**src/rtl/bus_decoder_pkg.sv**
```systemverilog
// Shared constants and types for the CPU memory decoder: address map prefixes,
// error codes and FSM state encoding.
package bus_decoder_pkg;

   localparam int unsigned ADDR_W      = 32;
   localparam int unsigned DATA_W      = 32;
   localparam int unsigned STRB_W      = 4;
   localparam int unsigned MAX_TARGETS = 16;
   localparam int unsigned MIN_CNT_W   = 11;

   // MMIO cores decode on the top byte, memory areas on the top two bits.
   localparam logic [ADDR_W-1:0] MMIO_PREFIX   = 32'hc000_0000;
   localparam logic [ADDR_W-1:0] CORE_MASK     = 32'hff00_0000;
   localparam logic [ADDR_W-1:0] AREA_MASK     = 32'hc000_0000;
   localparam logic [ADDR_W-1:0] AREA_RAM_BASE = 32'h4000_0000;

   localparam logic [DATA_W-1:0] ILLEGAL_INSTRUCTION = 32'hffff_ffff;

   typedef enum logic [1:0] {
      ERR_NONE     = 2'd0,
      ERR_UNMAPPED = 2'd1,
      ERR_PROTECT  = 2'd2,
      ERR_TIMEOUT  = 2'd3
   } err_code_e;

   typedef enum logic [1:0] {
      ST_IDLE   = 2'd0,
      ST_ACCESS = 2'd1,
      ST_RESP   = 2'd2
   } state_e;

   // Base address of MMIO core number idx.
   function automatic logic [ADDR_W-1:0] core_base(input int unsigned idx);
      return MMIO_PREFIX | (ADDR_W'(idx) << 24);
   endfunction

endpackage

```
**src/rtl/bus_decoder_if.sv**
```systemverilog
// picorv32-style native memory request/response bus between CPU and decoder.
interface bus_decoder_if;
   import bus_decoder_pkg::*;

   logic              cpu_valid;
   logic [ADDR_W-1:0] cpu_addr;
   logic [DATA_W-1:0] cpu_wdata;
   logic [STRB_W-1:0] cpu_wstrb;
   logic              cpu_ready;
   logic [DATA_W-1:0] cpu_rdata;

   modport master (
      output cpu_valid, cpu_addr, cpu_wdata, cpu_wstrb,
      input  cpu_ready, cpu_rdata
   );

   modport slave (
      input  cpu_valid, cpu_addr, cpu_wdata, cpu_wstrb,
      output cpu_ready, cpu_rdata
   );

endinterface

```
**src/rtl/bus_decoder_addr_match.sv**
```systemverilog
// Base/mask address compare across all targets with lowest-index priority.
// Purely combinational so it can be shared by other bridges.
module bus_decoder_addr_match
   import bus_decoder_pkg::*;
#(
   parameter int unsigned                NUM_TARGETS = 8,
   parameter logic [32*NUM_TARGETS-1:0]  TGT_BASE    = {NUM_TARGETS{32'h0}},
   parameter logic [32*NUM_TARGETS-1:0]  TGT_MASK    = {NUM_TARGETS{32'hffffffff}},
   localparam int unsigned               IDX_W       = (NUM_TARGETS > 1) ? $clog2(NUM_TARGETS) : 1
) (
   input  logic [ADDR_W-1:0]      addr,
   output logic [NUM_TARGETS-1:0] hit_onehot,
   output logic                   hit_any,
   output logic [IDX_W-1:0]       hit_idx
);

   // Walk from the top down so the lowest matching index is the one kept.
   always_comb begin
      hit_onehot = '0;
      hit_any    = 1'b0;
      hit_idx    = '0;
      for (int i = int'(NUM_TARGETS) - 1; i >= 0; i--) begin
         if ((addr & TGT_MASK[32*i +: 32]) == TGT_BASE[32*i +: 32]) begin
            hit_onehot    = '0;
            hit_onehot[i] = 1'b1;
            hit_any       = 1'b1;
            hit_idx       = IDX_W'(i);
         end
      end
   end

endmodule

```
**src/rtl/bus_decoder.sv**
```systemverilog
// Routes one CPU memory request to one of NUM_TARGETS cores, with access
// timeout, system-mode protection and a latched error report.
module bus_decoder
   import bus_decoder_pkg::*;
#(
   parameter int unsigned               NUM_TARGETS    = 8,
   parameter logic [32*NUM_TARGETS-1:0] TGT_BASE       = {NUM_TARGETS{32'h0}},
   parameter logic [32*NUM_TARGETS-1:0] TGT_MASK       = {NUM_TARGETS{32'hffffffff}},
   parameter logic [NUM_TARGETS-1:0]    PROTECT        = '0,
   parameter int unsigned               TIMEOUT_CYCLES = 1023,
   parameter logic [DATA_W-1:0]         DEFAULT_DATA   = 32'h0,
   parameter logic [DATA_W-1:0]         TRAP_DATA      = 32'h0
) (
   input  logic                          clk,
   input  logic                          reset_n,
   input  logic                          system_mode,
   input  logic                          force_trap,
   bus_decoder_if.slave                  cpu,
   output logic [NUM_TARGETS-1:0]        tgt_cs,
   output logic                          tgt_we,
   output logic [STRB_W-1:0]             tgt_wstrb,
   output logic [ADDR_W-1:0]             tgt_addr,
   output logic [DATA_W-1:0]             tgt_wdata,
   input  logic [DATA_W*NUM_TARGETS-1:0] tgt_rdata,
   input  logic [NUM_TARGETS-1:0]        tgt_ready,
   output logic                          err_valid,
   output logic [1:0]                    err_code,
   output logic [ADDR_W-1:0]             err_addr
);

   localparam int unsigned IDX_W   = (NUM_TARGETS > 1) ? $clog2(NUM_TARGETS) : 1;
   localparam int unsigned CNT_RAW = $clog2(TIMEOUT_CYCLES + 1);
   localparam int unsigned CNT_W   = (CNT_RAW > MIN_CNT_W) ? CNT_RAW : MIN_CNT_W;

   state_e              state;
   logic [IDX_W-1:0]    sel_idx;
   logic [CNT_W-1:0]    tmo_cnt;
   logic                ready_q;
   logic [DATA_W-1:0]   rdata_q;
   logic                err_valid_q;
   err_code_e           err_code_q;
   logic [ADDR_W-1:0]   err_addr_q;

   logic [NUM_TARGETS-1:0] match_onehot;
   logic                   match_any;
   logic [IDX_W-1:0]       match_idx;

   logic                cur_sel;
   logic [IDX_W-1:0]    cur_idx;
   logic                local_rsp;
   logic [DATA_W-1:0]   local_rdata;
   err_code_e           local_err;
   logic                sel_ready;
   logic [DATA_W-1:0]   sel_rdata;

   bus_decoder_addr_match #(
      .NUM_TARGETS (NUM_TARGETS),
      .TGT_BASE    (TGT_BASE),
      .TGT_MASK    (TGT_MASK)
   ) u_match (
      .addr       (cpu.cpu_addr),
      .hit_onehot (match_onehot),
      .hit_any    (match_any),
      .hit_idx    (match_idx)
   );

   assign tgt_we    = |cpu.cpu_wstrb;
   assign tgt_wstrb = cpu.cpu_wstrb;
   assign tgt_addr  = cpu.cpu_addr;
   assign tgt_wdata = cpu.cpu_wdata;

   assign cpu.cpu_ready = ready_q;
   assign cpu.cpu_rdata = rdata_q;
   assign err_valid     = err_valid_q;
   assign err_code      = err_code_q;
   assign err_addr      = err_addr_q;

   // Decode: a fresh request is decoded in IDLE; once a target holds cs it keeps it.
   always_comb begin
      cur_sel     = 1'b0;
      cur_idx     = sel_idx;
      local_rsp   = 1'b0;
      local_rdata = DEFAULT_DATA;
      local_err   = ERR_NONE;
      if (reset_n && cpu.cpu_valid) begin
         if (state == ST_IDLE) begin
            if (force_trap) begin
               local_rsp   = 1'b1;
               local_rdata = TRAP_DATA;
            end else if (!match_any) begin
               local_rsp = 1'b1;
               local_err = ERR_UNMAPPED;
            end else if ((|(match_onehot & PROTECT)) && !system_mode) begin
               local_rsp = 1'b1;
               local_err = ERR_PROTECT;
            end else begin
               cur_sel = 1'b1;
               cur_idx = match_idx;
            end
         end else if (state == ST_ACCESS) begin
            if ((TIMEOUT_CYCLES != 0) && (tmo_cnt == CNT_W'(TIMEOUT_CYCLES))) begin
               local_rsp = 1'b1;
               local_err = ERR_TIMEOUT;
            end else begin
               cur_sel = 1'b1;
            end
         end
      end
   end

   // Chip select and read-data/ready mux for the selected target.
   always_comb begin
      tgt_cs    = '0;
      sel_ready = 1'b0;
      sel_rdata = '0;
      for (int i = 0; i < int'(NUM_TARGETS); i++) begin
         if (cur_idx == IDX_W'(i)) begin
            tgt_cs[i] = cur_sel;
            sel_ready = tgt_ready[i];
            sel_rdata = tgt_rdata[DATA_W*i +: DATA_W];
         end
      end
   end

   // Access FSM with registered response and error report.
   always_ff @(posedge clk or negedge reset_n) begin
      if (!reset_n) begin
         state       <= ST_IDLE;
         sel_idx     <= '0;
         tmo_cnt     <= '0;
         ready_q     <= 1'b0;
         rdata_q     <= '0;
         err_valid_q <= 1'b0;
         err_code_q  <= ERR_NONE;
         err_addr_q  <= '0;
      end else begin
         ready_q     <= 1'b0;
         err_valid_q <= 1'b0;
         case (state)
            ST_IDLE, ST_ACCESS: begin
               if (!cpu.cpu_valid) begin
                  state   <= ST_IDLE;
                  tmo_cnt <= '0;
               end else if (local_rsp) begin
                  state   <= ST_RESP;
                  tmo_cnt <= '0;
                  ready_q <= 1'b1;
                  rdata_q <= local_rdata;
                  if (local_err != ERR_NONE) begin
                     err_valid_q <= 1'b1;
                     err_code_q  <= local_err;
                     err_addr_q  <= cpu.cpu_addr;
                  end
               end else if (cur_sel && sel_ready) begin
                  state   <= ST_RESP;
                  tmo_cnt <= '0;
                  ready_q <= 1'b1;
                  rdata_q <= sel_rdata;
               end else begin
                  state   <= ST_ACCESS;
                  sel_idx <= cur_idx;
                  if (tmo_cnt != '1) tmo_cnt <= tmo_cnt + CNT_W'(1);
               end
            end
            ST_RESP: state <= ST_IDLE;
            default: state <= ST_IDLE;
         endcase
      end
   end

   a_cs_onehot: assert property (@(posedge clk) disable iff (!reset_n) $onehot0(tgt_cs));

endmodule

```
**src/flat_wrapper.sv**
```systemverilog
// flat-port wrapper written by rule: the top's interface ports become plain ports
module bus_decoder_flat import bus_decoder_pkg::*;
#(
   parameter int unsigned               NUM_TARGETS    = 8,
   parameter logic [32*NUM_TARGETS-1:0] TGT_BASE       = {NUM_TARGETS{32'h0}},
   parameter logic [32*NUM_TARGETS-1:0] TGT_MASK       = {NUM_TARGETS{32'hffffffff}},
   parameter logic [NUM_TARGETS-1:0]    PROTECT        = '0,
   parameter int unsigned               TIMEOUT_CYCLES = 1023,
   parameter logic [DATA_W-1:0]         DEFAULT_DATA   = 32'h0,
   parameter logic [DATA_W-1:0]         TRAP_DATA      = 32'h0
)
  (clk, reset_n, system_mode, force_trap, tgt_cs, tgt_we, tgt_wstrb, tgt_addr, tgt_wdata, tgt_rdata, tgt_ready, err_valid, err_code, err_addr, cpu_cpu_valid, cpu_cpu_addr, cpu_cpu_wdata, cpu_cpu_wstrb, cpu_cpu_ready, cpu_cpu_rdata);
  bus_decoder_if cpu_i ();
  input  logic clk;
  input  logic reset_n;
  input  logic system_mode;
  input  logic force_trap;
  output logic [NUM_TARGETS-1:0] tgt_cs;
  output logic tgt_we;
  output logic [STRB_W-1:0] tgt_wstrb;
  output logic [ADDR_W-1:0] tgt_addr;
  output logic [DATA_W-1:0] tgt_wdata;
  input  logic [DATA_W*NUM_TARGETS-1:0] tgt_rdata;
  input  logic [NUM_TARGETS-1:0] tgt_ready;
  output logic err_valid;
  output logic [1:0] err_code;
  output logic [ADDR_W-1:0] err_addr;
  input wire logic [$bits(cpu_i.cpu_valid)-1:0] cpu_cpu_valid;
  input wire logic [$bits(cpu_i.cpu_addr)-1:0] cpu_cpu_addr;
  input wire logic [$bits(cpu_i.cpu_wdata)-1:0] cpu_cpu_wdata;
  input wire logic [$bits(cpu_i.cpu_wstrb)-1:0] cpu_cpu_wstrb;
  output wire logic [$bits(cpu_i.cpu_ready)-1:0] cpu_cpu_ready;
  output wire logic [$bits(cpu_i.cpu_rdata)-1:0] cpu_cpu_rdata;
  assign cpu_i.cpu_valid = cpu_cpu_valid;
  assign cpu_i.cpu_addr = cpu_cpu_addr;
  assign cpu_i.cpu_wdata = cpu_cpu_wdata;
  assign cpu_i.cpu_wstrb = cpu_cpu_wstrb;
  assign cpu_cpu_ready = cpu_i.cpu_ready;
  assign cpu_cpu_rdata = cpu_i.cpu_rdata;
  bus_decoder #(.NUM_TARGETS(NUM_TARGETS), .TGT_BASE(TGT_BASE), .TGT_MASK(TGT_MASK), .PROTECT(PROTECT), .TIMEOUT_CYCLES(TIMEOUT_CYCLES), .DEFAULT_DATA(DEFAULT_DATA), .TRAP_DATA(TRAP_DATA)) u_core (.clk(clk), .reset_n(reset_n), .system_mode(system_mode), .force_trap(force_trap), .cpu(cpu_i), .tgt_cs(tgt_cs), .tgt_we(tgt_we), .tgt_wstrb(tgt_wstrb), .tgt_addr(tgt_addr), .tgt_wdata(tgt_wdata), .tgt_rdata(tgt_rdata), .tgt_ready(tgt_ready), .err_valid(err_valid), .err_code(err_code), .err_addr(err_addr));
endmodule
```
**config.mk**
```make
export PLATFORM = sky130hd
export DESIGN_NAME = bus_decoder_flat
export DESIGN_NICKNAME = d
export VERILOG_FILES = /design/src/rtl/bus_decoder_pkg.sv /design/src/rtl/bus_decoder_if.sv /design/src/rtl/bus_decoder_addr_match.sv /design/src/rtl/bus_decoder.sv /design/src/flat_wrapper.sv
export SDC_FILE = /design/constraint.sdc
export NUM_CORES = 1
export LEC_CHECK = 0
export CORE_AREA = 2 2 187 189
export DETAILED_ROUTE_END_ITERATION = 16
export DIE_AREA = 0 0 189 191
export GPL_TIMING_DRIVEN = 0
export PLACE_DENSITY = 0.56
export SLEW_MARGIN = 20
export SYNTH_ARGS = -nofsm -noshare
export SYNTH_HDL_FRONTEND = slang
export SYNTH_HIERARCHICAL = 1
export SYNTH_SLANG_ARGS = --single-unit
```
**constraint.sdc**
```tcl
create_clock -name clk -period 4.5 [get_ports clk]
set_clock_uncertainty 0.2 [all_clocks]
set_input_delay 0.9 -clock clk [delete_from_list [all_inputs] [get_ports clk]]
set_output_delay 0.9 -clock clk [all_outputs]
set_load 0.03 [all_outputs]
```
==> flow_summary.yaml, run 1 <==
# synthesis and place-and-route metrics
final_layout:
  clkCellAreaFrac_pct: 2.59
  insertedDiodeCount: 3
worst_setup_path:
  path_buffers: 5
  cp-end-kind: "primary output"
  path_delay_family: "simple AND/OR/NAND/NOR gates"
  crit_required_ns: 3.40
  slowest_delay_ns: 0.33
  r2r_cells: 11
logic_synthesis:
  synthCells: 640
  yosysWarnings: 6
  syn_area_um2: 5940
power_and_ir_drop:
  p_clk_w: 0.000790
  finalPower_w: 0.00321
  p_comb_share_pct: 44.2
  seq_power_share_pct: 31.2
  clockPowerShare_pct: 24.7
  powerSeq_w: 0.00100
  intPower_w: 0.00206
clocking:
  clk_pin_slew_ns: 0.07
  h-tree-depth: 3
  cts_made_buffers: 9
  clkSinkCount: 83
global_route:
  grt_max_degree: 44
  antenna_found_initial: 6
sta:
  relSlewSlack_pct: 49.4
  finalHoldViolCount: 0
  max_slew.worst_pin.slew_ns: 0.756
  finalSetupViolCount: 0
  hold-worst-slack_ns: 0.259
  finalClockPeriodUsage_pct: 98.5
route:
  postRouteAntennaNets: 0
hold_path:
  hp-class: "in2async"
job:
  warnings: 28
run_status:
  outcome: "finished, final reports clean"
floorplanning:
  ios: 482
place:
  place_hpwl_um: 27100
  dpl-instance-area_um2: 11000
-- run 1: layer usage --
layer | global-route usage [%] | up-vias | part of all wire, %
met4 | 5.86 | 6 | 2.3
met3 | 4.68 | 37 | 7.9
met5 | 0 | - | 0.12
met2 | 32.5 | 361 | 50
li1 | - | 3347 | -
met1 | 20.7 | 3470 | 40
-- run 1: how the worst max path moves through the flow --
stage                endpoint  cells after the start        startpoint
floorplan           tgt_cs[0]                      9  cpu_cpu_addr[26]
global placement    tgt_cs[4]                      9           reset_n
detailed placement  tgt_cs[0]                     11  cpu_cpu_addr[29]
CTS                 tgt_cs[0]                     12  cpu_cpu_addr[11]
global route        tgt_cs[0]                     12  cpu_cpu_addr[30]
finish              tgt_cs[0]                     12   cpu_cpu_addr[9]
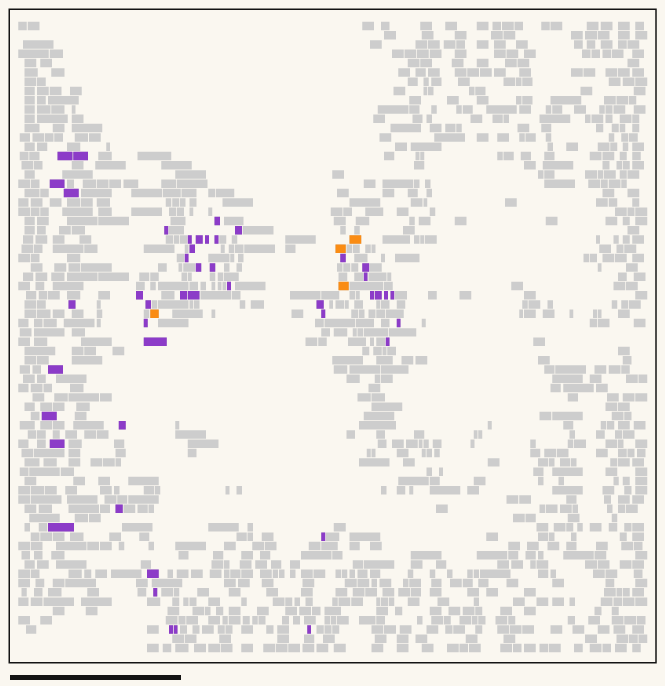
**Above:** run 1 (gate-type map).
The bar under the picture is 50 um long.
legend:
  orange:
    family: AND-OR and OR-AND gates
    cells: 4
    where: center
  purple:
    family: NOR gates
    cells: 46
Comb/total area: 28.1%
Commonest Layout Cell: clkdlybuf4s50_1
fin cells: 1,577

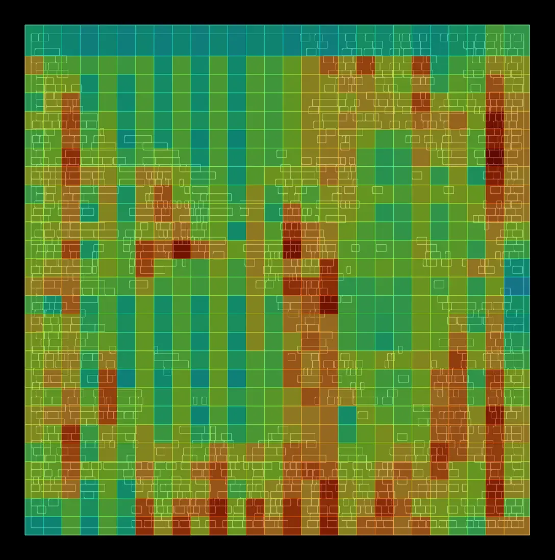
**Above:** run 1 (track usage over the die).
gr busiest metal: met2
Total GRT Usage: 18.1%
met1 Use GR: 20.7%
Finished Core Util: 34.1%
global routing usage on met3: 4.68%

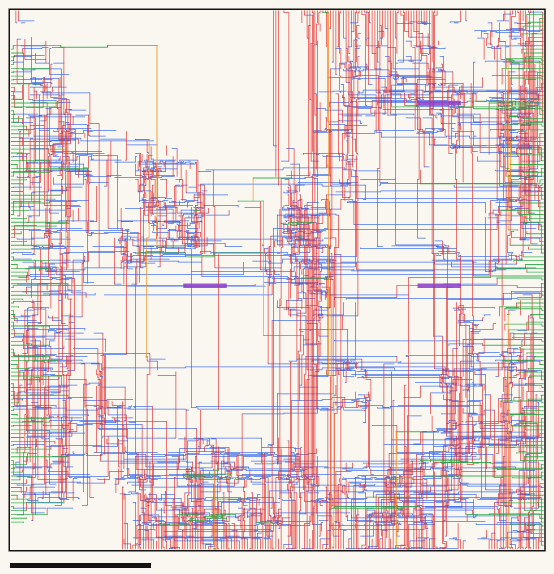
**Above:** run 1 (signal wires by layer).
The bar under the picture is 50 um long.
legend:
  green:
    layer: metal 3
    wire_length: 2,700 um
  purple:
    layer: metal 5
    wire_length: 41.4 um
  blue:
    layer: metal 1
    wire_length: 13,500 um
  orange:
    layer: metal 4
    wire_length: 771 um
  red:
    layer: metal 2
    wire_length: 17,200 um
routed len/inst: 21.7 um
Vias: 7,221
routed wire length: 34,200 um

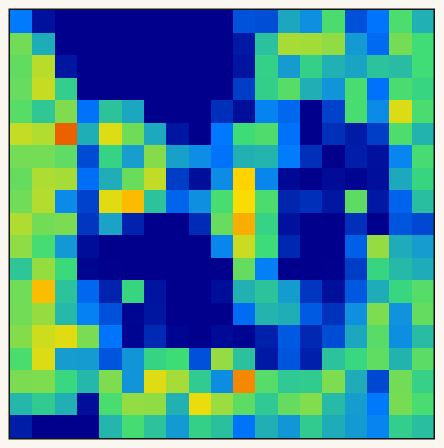
**Above:** run 1 (cell area per tile).
19 x 19 tiles, from dark blue (low) to red (high), 0 to 100% covered.
mean over tiles: 31%
fullest tile: 89%
emptiest ninth of the die: top center
Starting Density: 17.4%
Core Area: 34,100 um^2

==> inputs of run 2 (changes only) <==
--- a/config.mk
+++ b/config.mk
@@ -5,11 +5,12 @@
 export SDC_FILE = /design/constraint.sdc
 export NUM_CORES = 1
 export LEC_CHECK = 0
-export CORE_AREA = 2 2 187 189
+export CELL_PAD_IN_SITES_DETAIL_PLACEMENT = 0
+export CELL_PAD_IN_SITES_GLOBAL_PLACEMENT = 2
+export CORE_UTILIZATION = 15
 export DETAILED_ROUTE_END_ITERATION = 16
-export DIE_AREA = 0 0 189 191
 export GPL_TIMING_DRIVEN = 0
-export PLACE_DENSITY = 0.56
+export PLACE_DENSITY = 0.83
 export SLEW_MARGIN = 20
 export SYNTH_ARGS = -nofsm -noshare
 export SYNTH_HDL_FRONTEND = slang
==> constraint.sdc (replaced) <==
create_clock -name clk -period 3.6 [get_ports clk]
set_clock_uncertainty 0.2 [all_clocks]
set_input_delay 0.72 -clock clk [delete_from_list [all_inputs] [get_ports clk]]
set_output_delay 0.72 -clock clk [all_outputs]
set_load 0.03 [all_outputs]
==> flow_summary.yaml, run 2 <==
# synthesis and place-and-route metrics
sta:
  finalClockPeriodUsage_pct: 106
  setup_ws_ns: -0.212
  finalHoldViolCount: 0
  finalSetupViolCount: 51
  relSlewSlack_pct: 47.8
  max_slew.worst_pin.slew_ns: 0.784
  hold-worst-slack_ns: 0.0147
floorplanning:
  core_area_um2: 38800
  fp-utilization_pct: 15.3
  ios: 482
power_and_ir_drop:
  seq_power_share_pct: 30.4
  powerSeq_w: 0.00127
  p_comb_share_pct: 45.9
  clockPowerShare_pct: 23.6
worst_setup_path:
  r2r_cells: 11
  startpoint: "cpu_cpu_addr[29]"
  cp-end-kind: "primary output"
  crit_required_ns: 2.68
  slowest_delay_ns: 0.33
global_route:
  antenna_found_initial: 5
  grt_max_degree: 47
  grtUsageTotal_pct: 17.2
run_status:
  violations: "negative setup slack"
  outcome: "finished with violations"
place:
  dpl-instance-area_um2: 11100
route:
  route.vias.total: 7313
  postRouteAntennaNets: 0
  routedWlPerCell_um: 21.8
hold_path:
  hp-class: "in2async"
logic_synthesis:
  synthCells: 640
  syn_area_um2: 5940
clocking:
  clk_pin_slew_ns: 0.07
  h-tree-depth: 3
  cts_made_buffers: 9
final_layout:
  fin_cells: 1674
[run 2: layout make-up]
cell class	instances	area [um^2]
Antenna cell	4	10.0
Buffer	118	970
Clock buffer	10	229
Clock inverter	6	71.3
Fill cell	3947	26000
Inverter	5	26.3
Multi-Input combinational cell	435	3850
Sequential cell	83	2080
Tap cell	518	648
Timing Repair Buffer	495	4960
[run 2: metal layers]
metal,vias to the layer above,wire [um],global-route usage [%],part of all wire (%)
li1,3435,-,-,-
met1,3491,14600,19.9,40
met2,343,18200,30.4,50
met3,42,2750,4.82,7.5
met4,2,936,5.73,2.6
met5,-,9,0,0.025
[run 2: worst max-delay path, delay by kind of cell]
family / cells / cell delay (ns)
simple gates: 6 / 1.09
buf+inv: 5 / 0.73
mux: 1 / 0.33
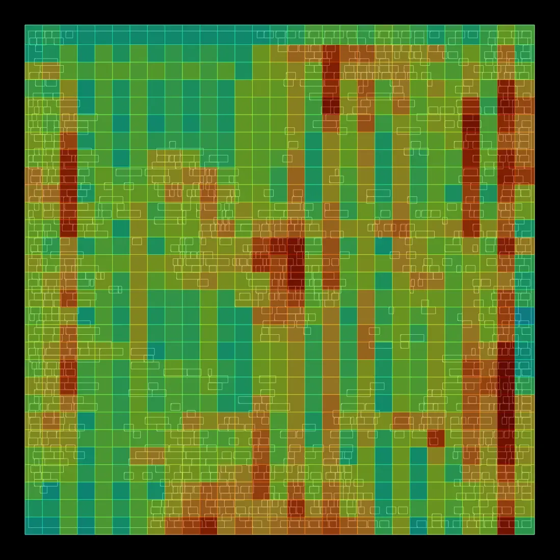
**Above:** run 2 (track usage over the die).
Finished Core Util: 33.1%
GRT met2 Usage: 30.4%
met1 Use GR: 19.9%

==> inputs of run 3 (changes only) <==
--- a/config.mk
+++ b/config.mk
@@ -5,6 +5,7 @@
 export SDC_FILE = /design/constraint.sdc
 export NUM_CORES = 1
 export LEC_CHECK = 0
+export ABC_CLOCK_PERIOD_IN_PS = 3600
 export CELL_PAD_IN_SITES_DETAIL_PLACEMENT = 0
 export CELL_PAD_IN_SITES_GLOBAL_PLACEMENT = 2
 export CORE_UTILIZATION = 15
==> constraint.sdc (replaced) <==
create_clock -name clk -period 3.6 [get_ports clk]
set_clock_uncertainty 0.2 [all_clocks]
set_input_delay 0.36 -clock clk [delete_from_list [all_inputs] [get_ports clk]]
set_output_delay 0.36 -clock clk [all_outputs]
set_load 0.03 [all_outputs]
==> flow_summary.yaml, run 3 <==
# synthesis and place-and-route metrics
place:
  port_buffers: 448
  dp_worst_setup_slack_ns: -1.67
  dpl-instance-area_um2: 11100
floorplanning:
  die_h_um: 201
  fp-utilization_pct: 15.3
  rows: 72
  nWellTaps: 518
  core_area_um2: 38800
  ios: 482
  die_x_um: 201
final_layout:
  layout_top_cells: "clkdlybuf4s50_1, buf_4, dfrtp_1, o22ai_1, a21oi_1"
  final_core_util_pct: 31.3
  layout_top_cell: "clkdlybuf4s50_1"
  inverters: 5
  nFillCells: 3990
  comb_share_pct: 27.5
  comb_cells: 435
  buffer_area_share_pct: 47.3
  comb_area_um2: 3340
  seq_area_um2: 2080
  fin_cells: 1656
  ff_count: 83
  clock_buffers: 9
  insertedDiodeCount: 1
  clkCellAreaFrac_pct: 2.60
  seqAreaFraction_pct: 17.1
  nNonClkBuffers: 598
  fin_nets: 1470
  largestClassByArea: "buffers"
global_route:
  gr-usage-met3_pct: 4.84
  antenna_found_initial: 4
  use_met2_pct: 29.5
  busiest_layer: "met2"
  grt_max_degree: 49
  grtUsageMet1_pct: 20.4
  grt_pass1_vias: 7782
power_and_ir_drop:
  powerSeq_w: 0.00126
  intPower_w: 0.00263
  finalPower_w: 0.00412
  p_comb_share_pct: 44.3
  clockPowerShare_pct: 25.1
  leakagePower_nw: 4.68
  seq_power_share_pct: 30.6
sta:
  hold-worst-slack_ns: 0.123
  max_slew.worst_pin.slew_ns: 0.696
  period_needed_ns: 3.47
  finalClockPeriodUsage_pct: 96.4
  finalSetupViolCount: 0
  finalHoldViolCount: 0
  setup_ws_ns: 0.130
  relSlewSlack_pct: 53.6
route:
  route.met3.wl_um: 2810
  postRouteAntennaNets: 0
  wl_met2_um: 17100
  detail_route.iter0.violations: 430
  top_layer_used: "met5"
  wl_met1_um: 14700
  drc: 0
clocking:
  h-tree-depth: 3
  clk_pin_slew_ns: 0.07
  cts_made_buffers: 9
hold_path:
  hp-class: "in2reg"
worst_setup_path:
  path_delay_family: "buffers and inverters"
  slowest_delay_ns: 0.46
  crit_required_ns: 3.04
  cp-end-kind: "primary output"
  path_buffers: 5
logic_synthesis:
  syn_area_um2: 5940
  synthCells: 640
run_status:
  outcome: "finished, final reports clean"
job:
  warnings: 28
==> run 3: final timing paths <==
path,from,cells after the start,slack (ns),end
max,cpu_cpu_addr[30],12,0.13,tgt_cs[4]
max in group asynchronous,reset_n,5,1.94,u_core/cpu.cpu_rdata[12]$_DFFE_PN0P_
min,cpu_cpu_addr[12],2,0.12,u_core/err_addr[12]$_DFFE_PN0P_
min in group asynchronous,reset_n,4,0.43,u_core/err_addr[26]$_DFFE_PN0P_
max reg2reg,u_core/cpu.cpu_ready$_DFF_PN0_,12,0.53,u_core/tmo_cnt[7]$_DFFE_PN0P_
min reg2reg,u_core/err_code[0]$_DFFE_PN0P_,1,0.28,u_core/err_code[0]$_DFFE_PN0P_
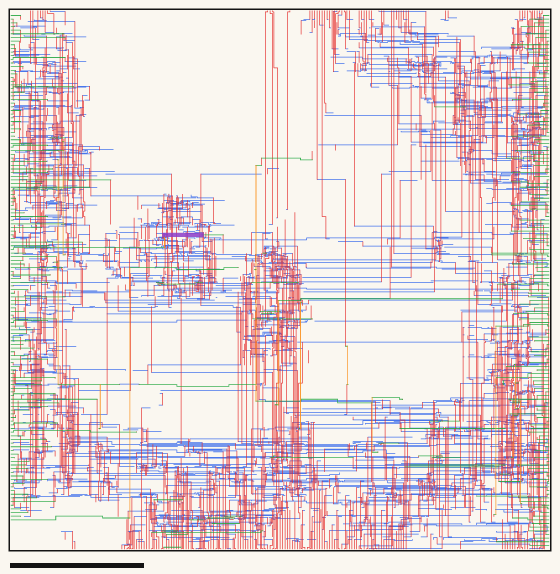
**Above:** run 3 (signal wires by layer).
The bar under the picture is 50 um long.
legend:
  blue:
    layer: metal 1
    wire_length: 14,700 um
  green:
    layer: metal 3
    wire_length: 2,810 um
  red:
    layer: metal 2
    wire_length: 17,100 um
  orange:
    layer: metal 4
    wire_length: 588 um
  purple:
    layer: metal 5
    wire_length: 13.8 um
Total GRT Usage: 17.1%
Vias: 7,301
routed len/inst: 21.3 um
routed wire length: 35,300 um


==> layout pictures side by side <==
Clock wires, drivers and flops.
shot_01.png
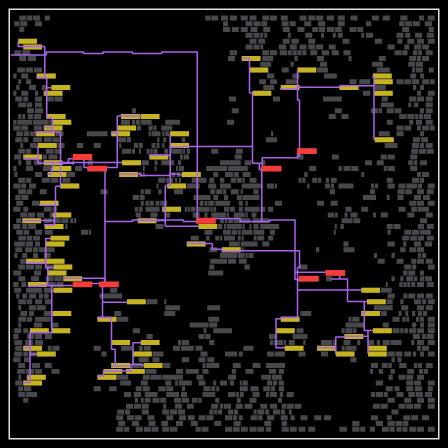
shot_02.png
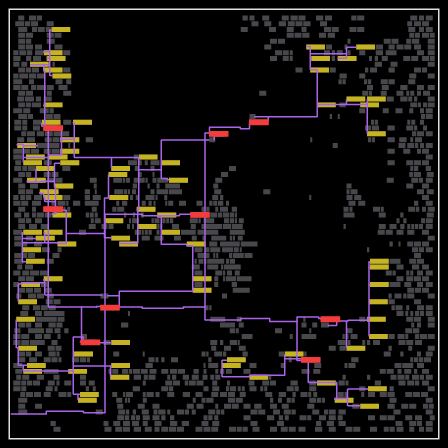
shot_03.png
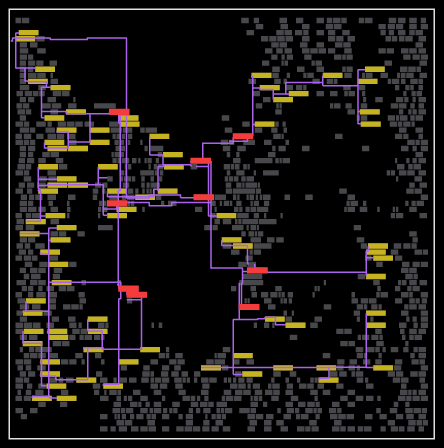
run 1 -> shot_03.png
run 2 -> shot_01.png
run 3 -> shot_02.png

Key to shot_02.png:
legend:
  yellow:
    item: flip-flops
    count: 83
  red:
    item: clock drivers
    count: 9
  purple:
    item: clock wires
    length: 1,660 um
routed clock nets: 10
flops lie: spread over the die

